===== src/rtl/axi_rd_pkg.sv =====
// Shared types and defaults for the AXI4 single-ID read initiator.
package axi_rd_pkg;

   typedef enum logic [1:0] {
      ST_IDLE = 2'b00,
      ST_AR   = 2'b01,
      ST_R    = 2'b11,
      ST_DONE = 2'b10
   } state_t;

   localparam logic [15:0] TIMEOUT_DEFAULT = 16'd1024;

endpackage


===== src/rtl/axi_rd_if.sv =====
// AXI4 read address/data channels (single ID, INCR bursts).
interface axi_rd_if #(
   parameter int ADDR_WIDTH = 26,
   parameter int DATA_WIDTH = 32
);
   logic                  axi_arvalid;
   logic                  axi_arready;
   logic [ADDR_WIDTH-1:0] axi_araddr;
   logic [7:0]            axi_arlen;
   logic                  axi_rvalid;
   logic                  axi_rready;
   logic [DATA_WIDTH-1:0] axi_rdata;
   logic                  axi_rlast;

   modport master (
      output axi_arvalid, axi_araddr, axi_arlen, axi_rready,
      input  axi_arready, axi_rvalid, axi_rdata, axi_rlast
   );

   modport slave (
      input  axi_arvalid, axi_araddr, axi_arlen, axi_rready,
      output axi_arready, axi_rvalid, axi_rdata, axi_rlast
   );
endinterface


===== src/rtl/axi_rd_watchdog.sv =====
// Idle-cycle counter for the AR/R phases; expires at TIMEOUT_CYCLES.
module axi_rd_watchdog #(
   parameter logic [15:0] TIMEOUT_CYCLES = 16'd1024
) (
   input  logic clk,
   input  logic rst_n,
   input  logic active,
   input  logic hs,
   output logic expired
);

   logic [15:0] cnt;

   always_ff @(posedge clk or negedge rst_n) begin
      if (!rst_n) begin
         cnt <= '0;
      end else if (!active || hs) begin
         cnt <= '0;
      end else if (cnt != TIMEOUT_CYCLES) begin
         cnt <= cnt + 16'd1;
      end
   end

   assign expired = active && (cnt == TIMEOUT_CYCLES);

endmodule


===== src/rtl/axi_rd_master.sv =====
// AXI4 read initiator: one INCR burst per trigger, length-checked.
// Optional R/AR watchdog enabled by defining AXI_RD_TIMEOUT_EN.
module axi_rd_master
   import axi_rd_pkg::*;
#(
   parameter int          ADDR_WIDTH     = 26,
   parameter int          DATA_WIDTH     = 32,
   parameter logic [15:0] TIMEOUT_CYCLES = TIMEOUT_DEFAULT
) (
   input  logic                  clk,
   input  logic                  rst_n,
   input  logic                  init_end,
   input  logic                  rd_trig,
   input  logic [7:0]            rd_len,
   input  logic [ADDR_WIDTH-1:0] rd_addr,
   output logic                  rd_ready,
   output logic [DATA_WIDTH-1:0] rd_data,
   output logic                  rd_data_valid,
   output logic                  rd_done,
   output logic                  rd_err,
   axi_rd_if.master              axi
);

   state_t                state_q, state_d;
   logic [7:0]            beat_q, beat_d;
   logic                  over_q, over_d;
   logic                  err_q, err_d;
   logic                  arvalid_q, arvalid_d;
   logic                  rready_q, rready_d;
   logic [ADDR_WIDTH-1:0] araddr_q, araddr_d;
   logic [7:0]            arlen_q, arlen_d;
   logic                  ar_hs, beat, expired;

   assign ar_hs = arvalid_q & axi.axi_arready;
   assign beat  = axi.axi_rvalid & rready_q;

`ifdef AXI_RD_TIMEOUT_EN
   axi_rd_watchdog #(
      .TIMEOUT_CYCLES(TIMEOUT_CYCLES)
   ) u_wdog (
      .clk    (clk),
      .rst_n  (rst_n),
      .active ((state_q == ST_AR) || (state_q == ST_R)),
      .hs     (ar_hs | beat),
      .expired(expired)
   );
`else
   assign expired = 1'b0;
`endif

   always_comb begin
      state_d   = state_q;
      beat_d    = beat_q;
      over_d    = over_q;
      err_d     = err_q;
      arvalid_d = arvalid_q;
      rready_d  = rready_q;
      araddr_d  = araddr_q;
      arlen_d   = arlen_q;
      unique case (state_q)
         ST_IDLE: begin
            if (rd_trig && init_end && (rd_len != 8'd0)) begin
               state_d   = ST_AR;
               araddr_d  = rd_addr;
               arlen_d   = rd_len - 8'd1;
               beat_d    = rd_len - 8'd1;
               arvalid_d = 1'b1;
               over_d    = 1'b0;
               err_d     = 1'b0;
            end
         end
         ST_AR: begin
            if (ar_hs) begin
               arvalid_d = 1'b0;
               rready_d  = 1'b1;
               state_d   = ST_R;
            end else if (expired) begin
               arvalid_d = 1'b0;
               err_d     = 1'b1;
               state_d   = ST_DONE;
            end
         end
         ST_R: begin
            if (beat) begin
               // beat_q == 0 means the expected final beat is being taken now
               if (beat_q != 8'd0) beat_d = beat_q - 8'd1;
               else                over_d = 1'b1;
               if (axi.axi_rlast) begin
                  rready_d = 1'b0;
                  err_d    = (beat_q != 8'd0) | over_q;
                  state_d  = ST_DONE;
               end
            end else if (expired) begin
               rready_d = 1'b0;
               err_d    = 1'b1;
               state_d  = ST_DONE;
            end
         end
         ST_DONE: state_d = ST_IDLE;
      endcase
   end

   always_ff @(posedge clk or negedge rst_n) begin
      if (!rst_n) begin
         state_q   <= ST_IDLE;
         beat_q    <= '0;
         over_q    <= 1'b0;
         err_q     <= 1'b0;
         arvalid_q <= 1'b0;
         rready_q  <= 1'b0;
         araddr_q  <= '0;
         arlen_q   <= '0;
      end else begin
         state_q   <= state_d;
         beat_q    <= beat_d;
         over_q    <= over_d;
         err_q     <= err_d;
         arvalid_q <= arvalid_d;
         rready_q  <= rready_d;
         araddr_q  <= araddr_d;
         arlen_q   <= arlen_d;
      end
   end

   assign axi.axi_arvalid = arvalid_q;
   assign axi.axi_araddr  = araddr_q;
   assign axi.axi_arlen   = arlen_q;
   assign axi.axi_rready  = rready_q;

   assign rd_ready      = (state_q == ST_IDLE);
   assign rd_done       = (state_q == ST_DONE);
   assign rd_err        = rd_done & err_q;
   assign rd_data       = axi.axi_rdata;
   assign rd_data_valid = beat & ~over_q;

endmodule


===== src/flat_wrapper.sv =====
// flat-port wrapper written by rule: the top's interface ports become plain ports
module axi_rd_master_flat import axi_rd_pkg::*;
#(
   parameter int          ADDR_WIDTH     = 26,
   parameter int          DATA_WIDTH     = 32,
   parameter logic [15:0] TIMEOUT_CYCLES = TIMEOUT_DEFAULT
)
  (clk, rst_n, init_end, rd_trig, rd_len, rd_addr, rd_ready, rd_data, rd_data_valid, rd_done, rd_err, axi_axi_arvalid, axi_axi_araddr, axi_axi_arlen, axi_axi_rready, axi_axi_arready, axi_axi_rvalid, axi_axi_rdata, axi_axi_rlast);
  axi_rd_if #(.ADDR_WIDTH(ADDR_WIDTH), .DATA_WIDTH(DATA_WIDTH)) axi_i ();
  input  logic clk;
  input  logic rst_n;
  input  logic init_end;
  input  logic rd_trig;
  input  logic [7:0] rd_len;
  input  logic [ADDR_WIDTH-1:0] rd_addr;
  output logic rd_ready;
  output logic [DATA_WIDTH-1:0] rd_data;
  output logic rd_data_valid;
  output logic rd_done;
  output logic rd_err;
  output wire logic [$bits(axi_i.axi_arvalid)-1:0] axi_axi_arvalid;
  output wire logic [$bits(axi_i.axi_araddr)-1:0] axi_axi_araddr;
  output wire logic [$bits(axi_i.axi_arlen)-1:0] axi_axi_arlen;
  output wire logic [$bits(axi_i.axi_rready)-1:0] axi_axi_rready;
  input wire logic [$bits(axi_i.axi_arready)-1:0] axi_axi_arready;
  input wire logic [$bits(axi_i.axi_rvalid)-1:0] axi_axi_rvalid;
  input wire logic [$bits(axi_i.axi_rdata)-1:0] axi_axi_rdata;
  input wire logic [$bits(axi_i.axi_rlast)-1:0] axi_axi_rlast;
  assign axi_axi_arvalid = axi_i.axi_arvalid;
  assign axi_axi_araddr = axi_i.axi_araddr;
  assign axi_axi_arlen = axi_i.axi_arlen;
  assign axi_axi_rready = axi_i.axi_rready;
  assign axi_i.axi_arready = axi_axi_arready;
  assign axi_i.axi_rvalid = axi_axi_rvalid;
  assign axi_i.axi_rdata = axi_axi_rdata;
  assign axi_i.axi_rlast = axi_axi_rlast;
  axi_rd_master #(.ADDR_WIDTH(ADDR_WIDTH), .DATA_WIDTH(DATA_WIDTH), .TIMEOUT_CYCLES(TIMEOUT_CYCLES)) u_core (.clk(clk), .rst_n(rst_n), .init_end(init_end), .rd_trig(rd_trig), .rd_len(rd_len), .rd_addr(rd_addr), .rd_ready(rd_ready), .rd_data(rd_data), .rd_data_valid(rd_data_valid), .rd_done(rd_done), .rd_err(rd_err), .axi(axi_i));
endmodule

===== config.mk =====
export PLATFORM = sky130hd
export DESIGN_NAME = axi_rd_master_flat
export DESIGN_NICKNAME = d
export VERILOG_FILES = /design/src/rtl/axi_rd_pkg.sv /design/src/rtl/axi_rd_if.sv /design/src/rtl/axi_rd_watchdog.sv /design/src/rtl/axi_rd_master.sv /design/src/flat_wrapper.sv
export SDC_FILE = /design/constraint.sdc
export NUM_CORES = 1
export LEC_CHECK = 0
export ABC_CLOCK_PERIOD_IN_PS = 2400
export CORE_ASPECT_RATIO = 0.6
export CORE_UTILIZATION = 30
export CTS_CLUSTER_SIZE = 16
export DETAILED_ROUTE_END_ITERATION = 16
export PLACE_DENSITY = 0.65
export SETUP_SLACK_MARGIN = 0.15
export SLEW_MARGIN = 5
export SYNTH_ARGS = -nofsm -noshare
export SYNTH_HDL_FRONTEND = slang
export SYNTH_HIERARCHICAL = 1
export SYNTH_SLANG_ARGS = --single-unit

===== constraint.sdc =====
create_clock -name clk -period 2.4 [get_ports clk]
set_input_delay 0.48 -clock clk [delete_from_list [all_inputs] [get_ports clk]]
set_output_delay 0.48 -clock clk [all_outputs]
set_load 0.02 [all_outputs]

power_grid.png
The bar under the picture is 20 µm long. Pins as bars on the die edge. Tap cells in grey.
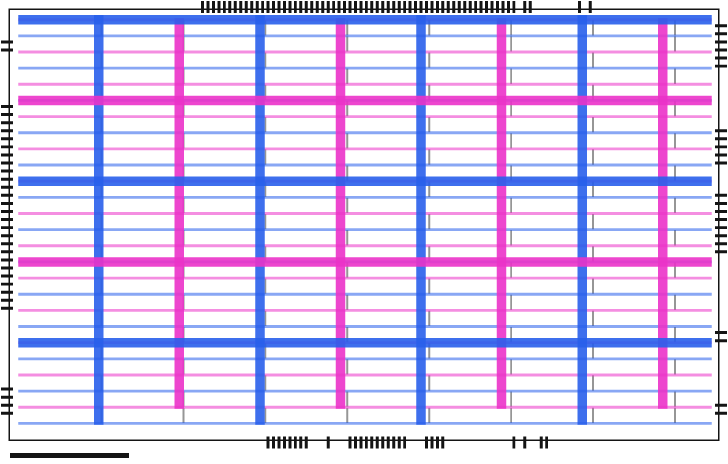
[blue] VSS
[magenta] VDD
met1 rails: 26
signal pins: 145
rows: 25
tap cells: 108
met4 straps: 8
die height: 72.36 µm
core footprint: 7945 µm²
Die X: 119.3 µm

placement.png
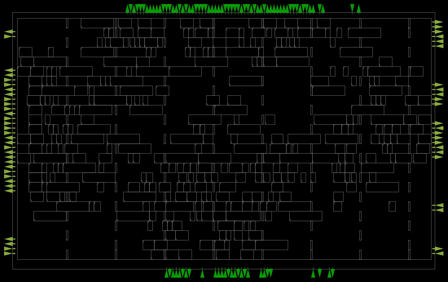
flop share of the area: 35.58%
FILL cells: 813
Non-Filler Instances: 452
fin util: 42.49%

io_fan.png
The bar under the picture is 20 µm long.
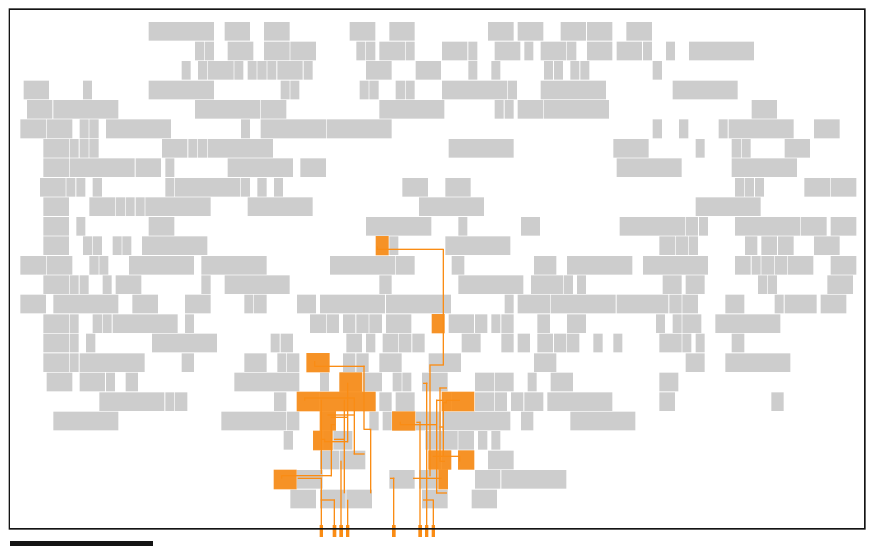
[orange] rd_len | direction: input | end cells: 17 | buffers: 11 | wire: 269 µm

==> impl_metrics.toml <==
# flow metrics
[run_status]
status = "complete, no violations"

[grt]
grt_pass1_wl_mm = 9.956
first_global_vias = 1962
antenna_found_initial = 0
grt_overflow = 0
grt_max_degree = 28
grt.total_usage_pct = 14.97

[place]
postPlaceCellArea_um2 = 3224
io_buffers = 80
dpl.hpwl_mm = 4.544
pre_cts_ws_ns = 0.03987
gp_congestion = 0.8837

[setup_path]
cp.required_ns = 1.92
reg2reg_from = "u_core/beat_q[4]"
reg2reg_setup_slack_ns = 0.40
r2r_end = "u_core/beat_q[7]"
endpoint_kind = "output port"
crit_arrival_ns = 1.66
worst-setup-path-type = "reg -> out"
crit_path_start_kind = "register"
path_max_fanout = 10
r2r_cells = 5

[detailed_routing]
first_iter_violations = 106
finalWirelength_mm = 6.068
drc = 0
num_vias = 2034
ant_nets = 0
drt-pass1-iter-count = 4
via_per_inst = 4.500
drt-wirelength-per-cell_um = 13.42

[logic_synthesis]
ys_async_sr_fraction_pct = 100.0
synthCells = 286
postSynthSeqShare_pct = 48.53
ys_top_cells_by_count = "95 x nand2_1, 48 x dfrtp_1, 33 x buf_4, 16 x nor2_1"
yosys_area_um2 = 2475
flop_cell = "dfrtp_1"
synth.most_common_cell = "nand2_1"
topCellsByArea = "dfrtp_1 49%, nand2_1 14%, buf_4 10%"
ys_warn_count = 6
synth_area_um2 = 2475
ys_cells = 286
top_cell_area_share_pct = 48.53
avgSynthCellArea_um2 = 8.653
syn-num-nets = 363
synth-edff-count = 0
top_area_cell = "dfrtp_1"
ys_seq_elements = 48
synth_cell_types = 34

[power_and_ir_drop]
p_total_mw = 4.022
p_int_mw = 2.476
power.leakage_nw = 1.543
power_frac_comb_pct = 46.4
power_density_nw_per_um2 = 1191
seqPwrFrac_pct = 36.1
ir_drop_mv = 0.5372
swShare_pct = 38.45
switchingPower_mw = 1.546
p_clk_share_pct = 17.4

[sta]
hold_ws_ns = 0.09537
fin_crit_sh_pct = 89.12
finalSetupViolCount = 0
rsz0062_at_grt = "false"
slew_viol_final = 0
fmaxAchievable_ghz = 0.4675
finalCriticalPeriod_ns = 2.139
hold_viol = 0
fin_ws_ns = 0.2610
max_slew_margin_pct = 70.09
setup-tns-final_ns = 0
worstMarginPinSlew_ns = 0.4486
skew_ns = 0.001895

[clock_tree]
cts_tree = "yes"
htreeDepth = 2
cts_buffers = 5
root_buffer = "clkbuf_16"
worstSkewPairLatency_ns = 0.28
clock-sinks = 48
cts_buffer_depth = 2
clk_pin_slew_worst_paths_ns = 0.06

[cells_and_area]
final_cell_area_um2 = 3376
antennaDiodeCount = 0
drive_gt1_share_pct = 7.267
area_delta_synth_final_pct = 36.40
nets = 420

[floorplanning]
chip_area_um2 = 8629
initCoreUtil_pct = 31.15
num_io_pins = 145
rows = 25

[run]
warning_count = 28
drv_cap = 0

[min_path]
min_path_type = "in -> async"
[kinds of logic after synthesis]
family,count (synthesis),share of synthesized area (%)
compound gates,44,11.58
xor+xnor,6,2.123
fa+ha+maj,4,2.022
buf+inv,49,12.69
flops,48,48.53
simple gates,135,23.05
[area by class of cell]
type | instances | area [µm²] | area share [%]
sequential | 48 | 1201 | 35.58
timing repair buffer | 93 | 907.1 | 26.87
tap | 108 | 135.1 | 4.003
inverter | 6 | 22.52 | 0.6672
clock buffer | 7 | 142.6 | 4.225
multi-input combinational | 189 | 959.7 | 28.43
clock inverter | 1 | 7.507 | 0.2224
[registers in the layout (all words and copies together) (netlist names)]
signal / flops
u_core/axi.axi_araddr: 26
u_core/axi.axi_arlen: 8
u_core/beat_q: 8
u_core/state_q: 2
u_core/axi.axi_arvalid: 1
u_core/axi.axi_rready: 1
u_core/err_q: 1
u_core/over_q: 1
[worst max-delay path by stage]
stage | cells after the start | end | start | slack (ns)
floorplan | 7 | u_core/beat_q[2] | rd_len[0] | 0.72
global placement | 7 | u_core/beat_q[3] | rd_len[0] | 0.09
detailed placement | 7 | u_core/beat_q[3] | rd_len[0] | 0.04
CTS | 4 | rd_data_valid | axi_axi_rvalid | 0.16
global route | 3 | rd_err | u_core/state_q[1] | 0.19
finish | 3 | rd_err | u_core/state_q[0] | 0.26
[power groups by stage]
| stage | registers (mW) | logic [mW] | clock network, mW |
|---|---|---|---|
| 3_3_place_gp | 1.45 | 1.86 | 0 |
| 5_1_grt | 1.51 | 2.04 | 0.769 |
| 3_5_place_dp | 1.45 | 1.89 | 0 |
| 4_1_cts | 1.45 | 1.89 | 0.732 |
| 6_report | 1.45 | 1.87 | 0.702 |
| 2_1_floorplan | 1.75 | 0.754 | 0 |
[routing by layer]
layer  global-route usage (%)  share of wire (%)
met1                    21.17                 50
met2                    20.28                 40
met5                        0                  0
met3                    6.761                8.5
met4                    4.079               0.76
[stage by stage]
| stage | utilization (%) | std cells |
|---|---|---|
| 2_1_floorplan | - | 286 |
| 3_3_place_gp | 40.58 | 444 |
| 6_report | 42.49 | 452 |
| 3_5_place_dp | 40.58 | 444 |
| 5_1_grt | 42.49 | 452 |
| 4_1_cts | 42.46 | 452 |
[cell usage in the layout, fill, tap and decap left out, drive strengths merged, types with 2 or more instances in the layout]
master / synthesis / routed
a21o: 3 / 3
a21oi: 13 / 13
a22o: 3 / 3
a31oi: 3 / 3
and2: 2 / 2
buf: 38 / 14
clkbuf: 5 / 7
clkdlybuf4s50: 0 / 77
dfrtp: 48 / 48
ha: 4 / 4
inv: 6 / 6
nand2: 95 / 95
nand3: 9 / 9
nor2: 16 / 16
nor2b: 2 / 2
nor3: 3 / 3
nor4: 4 / 4
o21ai: 14 / 14
xnor2: 4 / 4
xor2: 2 / 2
[what timing repair did]
action,in CTS,in global routing
endpoints found under the hold margin,0,0
resized,1,1
endpoints found under the setup margin,1,1
gates cloned,0,0
hold buffers,0,0
buffers inserted,0,0
[worst max-delay path, cell delays in order (launching register included)]
cell and delay [ns]:
dfrtp_1 0.48, nor2b_1 0.17, and2_1 0.13, clkdlybuf4s50_1 0.59
